File: config.mk
export PLATFORM = sky130hd
export DESIGN_NAME = seq_negate_flat
export DESIGN_NICKNAME = d
export VERILOG_FILES = /design/src/rtl/seq_negate_if.sv /design/src/rtl/seq_negate.sv /design/src/flat_wrapper.sv
export SDC_FILE = /design/constraint.sdc
export NUM_CORES = 1
export LEC_CHECK = 0
export CAP_MARGIN = 15
export CORE_MARGIN = 2
export CORE_UTILIZATION = 30
export DETAILED_ROUTE_END_ITERATION = 7
export GPL_TIMING_DRIVEN = 0
export PLACE_DENSITY = 0.55
export SLEW_MARGIN = 5
export SYNTH_ARGS = -nofsm -noshare
export SYNTH_HDL_FRONTEND = slang
export SYNTH_SLANG_ARGS = --single-unit
File: constraint.sdc
create_clock -name clk -period 1.6 [get_ports clk]
set_input_delay 0.24 -clock clk [delete_from_list [all_inputs] [get_ports clk]]
set_output_delay 0.24 -clock clk [all_outputs]
set_load 0.03 [all_outputs]
File: src/rtl/seq_negate_if.sv
// Handshake bundle for the serial negate unit.
// master drives start/mode/in; slave returns busy/done/out/V.
interface seq_negate_if #(
  parameter int N = 4
);
  logic         start;
  logic [1:0]   mode;
  logic [N-1:0] in;
  logic         busy;
  logic         done;
  logic [N-1:0] out;
  logic         V;

  modport master (
    output start, mode, in,
    input  busy, done, out, V
  );

  modport slave (
    input  start, mode, in,
    output busy, done, out, V
  );
endinterface

File: src/rtl/seq_negate.sv
// Bit-serial two's-complement negate / abs / pass, LSB first.
// Ports: clk, rst (sync, active-high), bus (slave: start/mode/in -> busy/done/out/V).
module seq_negate #(
  parameter int N = 4
) (
  input logic        clk,
  input logic        rst,
  seq_negate_if.slave bus
);
  localparam int CW = (N > 1) ? $clog2(N) : 1;

  typedef logic [N-1:0] word_t;
  typedef enum logic [1:0] {IDLE, RUN, DONE} state_t;

  localparam word_t MINV = word_t'(1) << (N - 1);

  state_t        st;
  word_t         a;
  word_t         acc;
  word_t         acc_n;
  word_t         out_q;
  logic          neg;
  logic          carry;
  logic          v_q;
  logic          busy_q;
  logic          done_q;
  logic [CW-1:0] cnt;
  logic          abit;
  logic          obit;
  logic          last;

  // Effective negate was resolved at latch time, so the
  // per-bit rule only needs the neg flag.
  always_comb begin
    abit  = a[cnt];
    obit  = neg ? (~abit ^ carry) : abit;
    acc_n = acc;
    acc_n[cnt] = obit;
    last  = (cnt == CW'(N - 1));
  end

  always_ff @(posedge clk) begin
    if (rst) begin
      st     <= IDLE;
      a      <= '0;
      acc    <= '0;
      out_q  <= '0;
      neg    <= 1'b0;
      carry  <= 1'b0;
      v_q    <= 1'b0;
      busy_q <= 1'b0;
      done_q <= 1'b0;
      cnt    <= '0;
    end else begin
      done_q <= 1'b0;
      unique case (st)
        IDLE, DONE: begin
          if (bus.start) begin
            st     <= RUN;
            a      <= bus.in;
            neg    <= (bus.mode == 2'b00) |
                      ((bus.mode == 2'b01) & bus.in[N-1]);
            cnt    <= '0;
            acc    <= '0;
            carry  <= 1'b1;
            busy_q <= 1'b1;
          end else begin
            st <= IDLE;
          end
        end
        RUN: begin
          acc   <= acc_n;
          carry <= ~abit & carry;
          cnt   <= cnt + CW'(1);
          // out only moves here so RUN never shows partial bits
          if (last) begin
            st     <= DONE;
            out_q  <= acc_n;
            v_q    <= neg & (a == MINV);
            busy_q <= 1'b0;
            done_q <= 1'b1;
          end
        end
        default: st <= IDLE;
      endcase
    end
  end

  assign bus.busy = busy_q;
  assign bus.done = done_q;
  assign bus.out  = out_q;
  assign bus.V    = v_q;
endmodule

File: src/flat_wrapper.sv
// flat-port wrapper written by rule: the top's interface ports become plain ports
module seq_negate_flat 
#(
  parameter int N = 4
)
  (clk, rst, bus_start, bus_mode, bus_in, bus_busy, bus_done, bus_out, bus_V);
  seq_negate_if #(.N(N)) bus_i ();
  input logic clk;
  input logic rst;
  input wire logic [$bits(bus_i.start)-1:0] bus_start;
  input wire logic [$bits(bus_i.mode)-1:0] bus_mode;
  input wire logic [$bits(bus_i.in)-1:0] bus_in;
  output wire logic [$bits(bus_i.busy)-1:0] bus_busy;
  output wire logic [$bits(bus_i.done)-1:0] bus_done;
  output wire logic [$bits(bus_i.out)-1:0] bus_out;
  output wire logic [$bits(bus_i.V)-1:0] bus_V;
  assign bus_i.start = bus_start;
  assign bus_i.mode = bus_mode;
  assign bus_i.in = bus_in;
  assign bus_busy = bus_i.busy;
  assign bus_done = bus_i.done;
  assign bus_out = bus_i.out;
  assign bus_V = bus_i.V;
  seq_negate #(.N(N)) u_core (.clk(clk), .rst(rst), .bus(bus_i));
endmodule
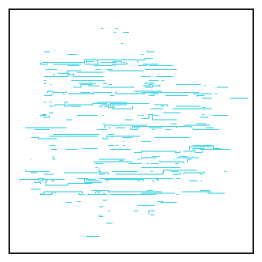
(images/layer_met1.png)
Scale: 4 px per µm.
nets with wire on the layer: 121
share of all routed wire: 46%

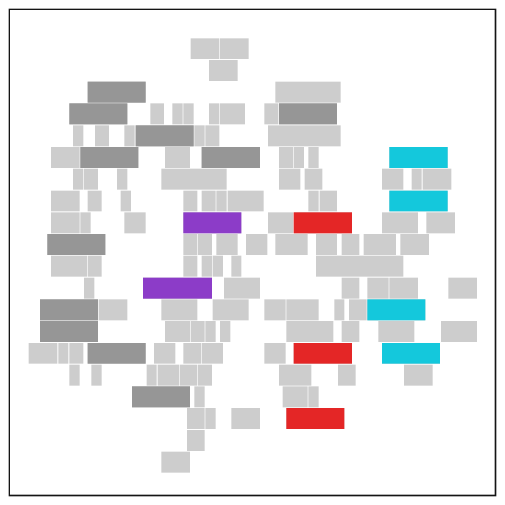
(images/flops_by_reg.png)
Scale: 8 px per µm. Other sequential cells in the stronger grey, the rest of the logic in the fainter grey.
[`u_core.cnt`] purple | flops: 2
[`u_core.bus.out`] cyan | flops: 4 | where: east
[`u_core.acc`] red | flops: 3
not coloured: 11

==> job_summary.md <==
### Yosys + OpenROAD results

| Metric | Value |
|---|---|
| Status | finished, violations left |
| Failing checks | setup timing |
| Max-cap violations | 0 |
| AND-OR/OR-AND Cells, Area Fraction | a little over an eighth |
| Pwr top | registers |
| Die W | 60.6 µm |
| Synthesis-to-layout area growth | 32.4% |
| Post-route ant nets | 0 |
| Metal-1 WL | ~900 µm |
| Met1 Use GR | 14.7% |
| Sequential share of power | 47.5% |
| Slew margin rel. | between 60% and 70% |
| Flop count | 20 |
| Comb/total area | 42.4% |
| Clk pwr share | about 37% |
| VDD IR-drop max | just under 0.0006 V |
| Synthesized area | around 960 µm² |
| Switching power | around 270 µW |
| Remaining global-route overflow | 0 |
| Logic family by area | simple AND/OR/NAND/NOR gates |
| Setup TNS | -0.0389 ns |
| Gr usage total | 12.2% |
| Fin. Hold Viols | 0 |
| Placement Setup Slack | -0.112 ns |
| Clock-pin slew on the worst setup and hold paths | between 0.1 and 0.15 ns |
| Die Y | roughly 61 µm |
| Comb. pwr | between 150 and 200 µW |
| Top cells by count, synth | 20 x dfxtp_1, 13 x nand2_1, 9 x a21oi_1 |
| Io pins | 16 |
| Commonest Layout Cell | dfxtp_1 |
| Reg2reg start | u_core.cnt[0]$_SDFFE_PP0P_ |
| Worst path bufs/invs | 1 |
| Clock buffer depth | 2 |
| First-pass GRT wire length | 3.35 mm |
| Root buf cell | clkbuf_4 |
| Hold Path End | u_core.a[2]$_SDFFE_PP0P_ |
| Via density | about 4.6 |
| Simple-Gate Area Share | between 20% and 30% |
| Cell count of the worst hold path | 3 |
| R2R cell count | 5 |
| Fraction of layout cells with a size suffix above 1 | around a fifth |
| Number of CTS-inserted buffers | 3 |
| Worst hold path type | in -> reg |
| Met3 Usage GRT | under 10% |
| PnR worst setup slack | -0.0179 ns |
| CP Cell Sequence | mux4_2 -> inv_2 -> ha_4 -> mux2i_4 -> o32ai_2 |
| Cell area leaders | dfxtp_1 42%, ha_1 6.5%, nand2_1 5.1% |
| Init Core Util | between 30% and 40% |
| Non-CTS buffers | 23 |
| Dominant cell type by area after synthesis | dfxtp_1 |
| Slew @ Worst Pin | 0.493 ns |
| Top routing layer used | met4 |
| Initial antenna violation count | 0 |
| Critical path depth | 5 |
| Largest stage delay, worst path | around 0.52 ns |
| Area leader share | roughly two fifths |
| Syn_nets | between 100 and 150 |
| Inst Count DP | 164 |
| Tool warnings | 31 |
| H-tree lvl count | 1 |
| Largest net degree at the start of global routing | 13 |
| Combinational power share | 15.4% |
| Reg2reg setup slack | -0.02 ns |
| Hold wc startpoint | bus_in[2] |
| Core area | a little over 0.003 mm² |
| Synth top cell by count | dfxtp_1 |
| Worst Setup EP | u_core.acc[0]$_SDFFE_PP0P_ |
| TAP cells | ~44 |
| RR Endpoint | u_core.acc[0]$_SDFFE_PP0P_ |
| Yosys stat cell total | 105 |
| CTS tree | yes |
| Final Hold Slack | 0.466 ns |
| P_seq | ~530 µW |
| Fin Clk Skew | around 0.0043 ns |
| Register area | ~400 µm² |
| Max Clock Freq | about 620 MHz |
| Post-CTS sizing | 1 |
| Top cell category | multi-input combinational cells |
| Met3 Wirelength | between 100 and 150 µm |
| IO buf count | 15 |
| Worst path slowest cell | mux4_2 |
| Setup violators final | 3 |
| Final Cell Area | 0.00127 mm² |
| Logic area | ~540 µm² |
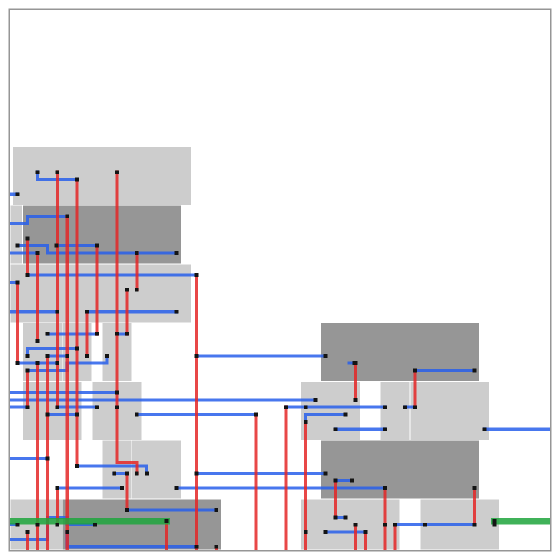
(images/detail.png)
Region (33, 33) to (58, 58) µm. Cells in grey, sequential cells in the stronger grey; small squares are vias.
[metal 1] blue
[metal 3] green
[metal 2] red
sequential cells in the window: 4
cells with their middle in the window: 19
netlist names of flops here include: `u_core.bus.out` (2)
most frequent: dfxtp_1 (4), nor2_1 (2), clkdlybuf4s50_1 (2)

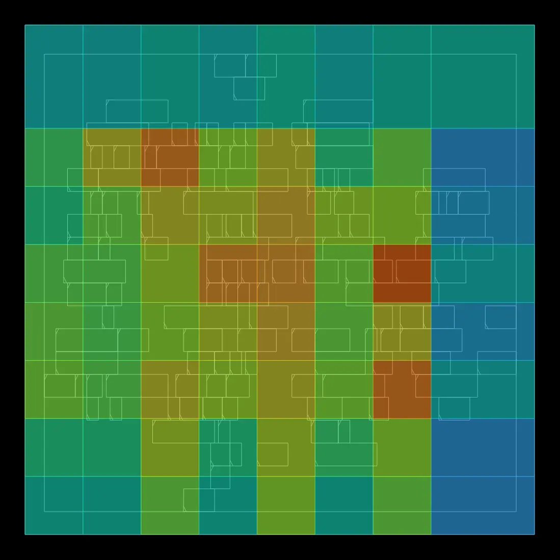
(images/congestion.png)
GR Layer Usage met2: 21.4%
WL/cell: 11.3 µm

No activity file was given, so power comes from the tool's default toggle rates.
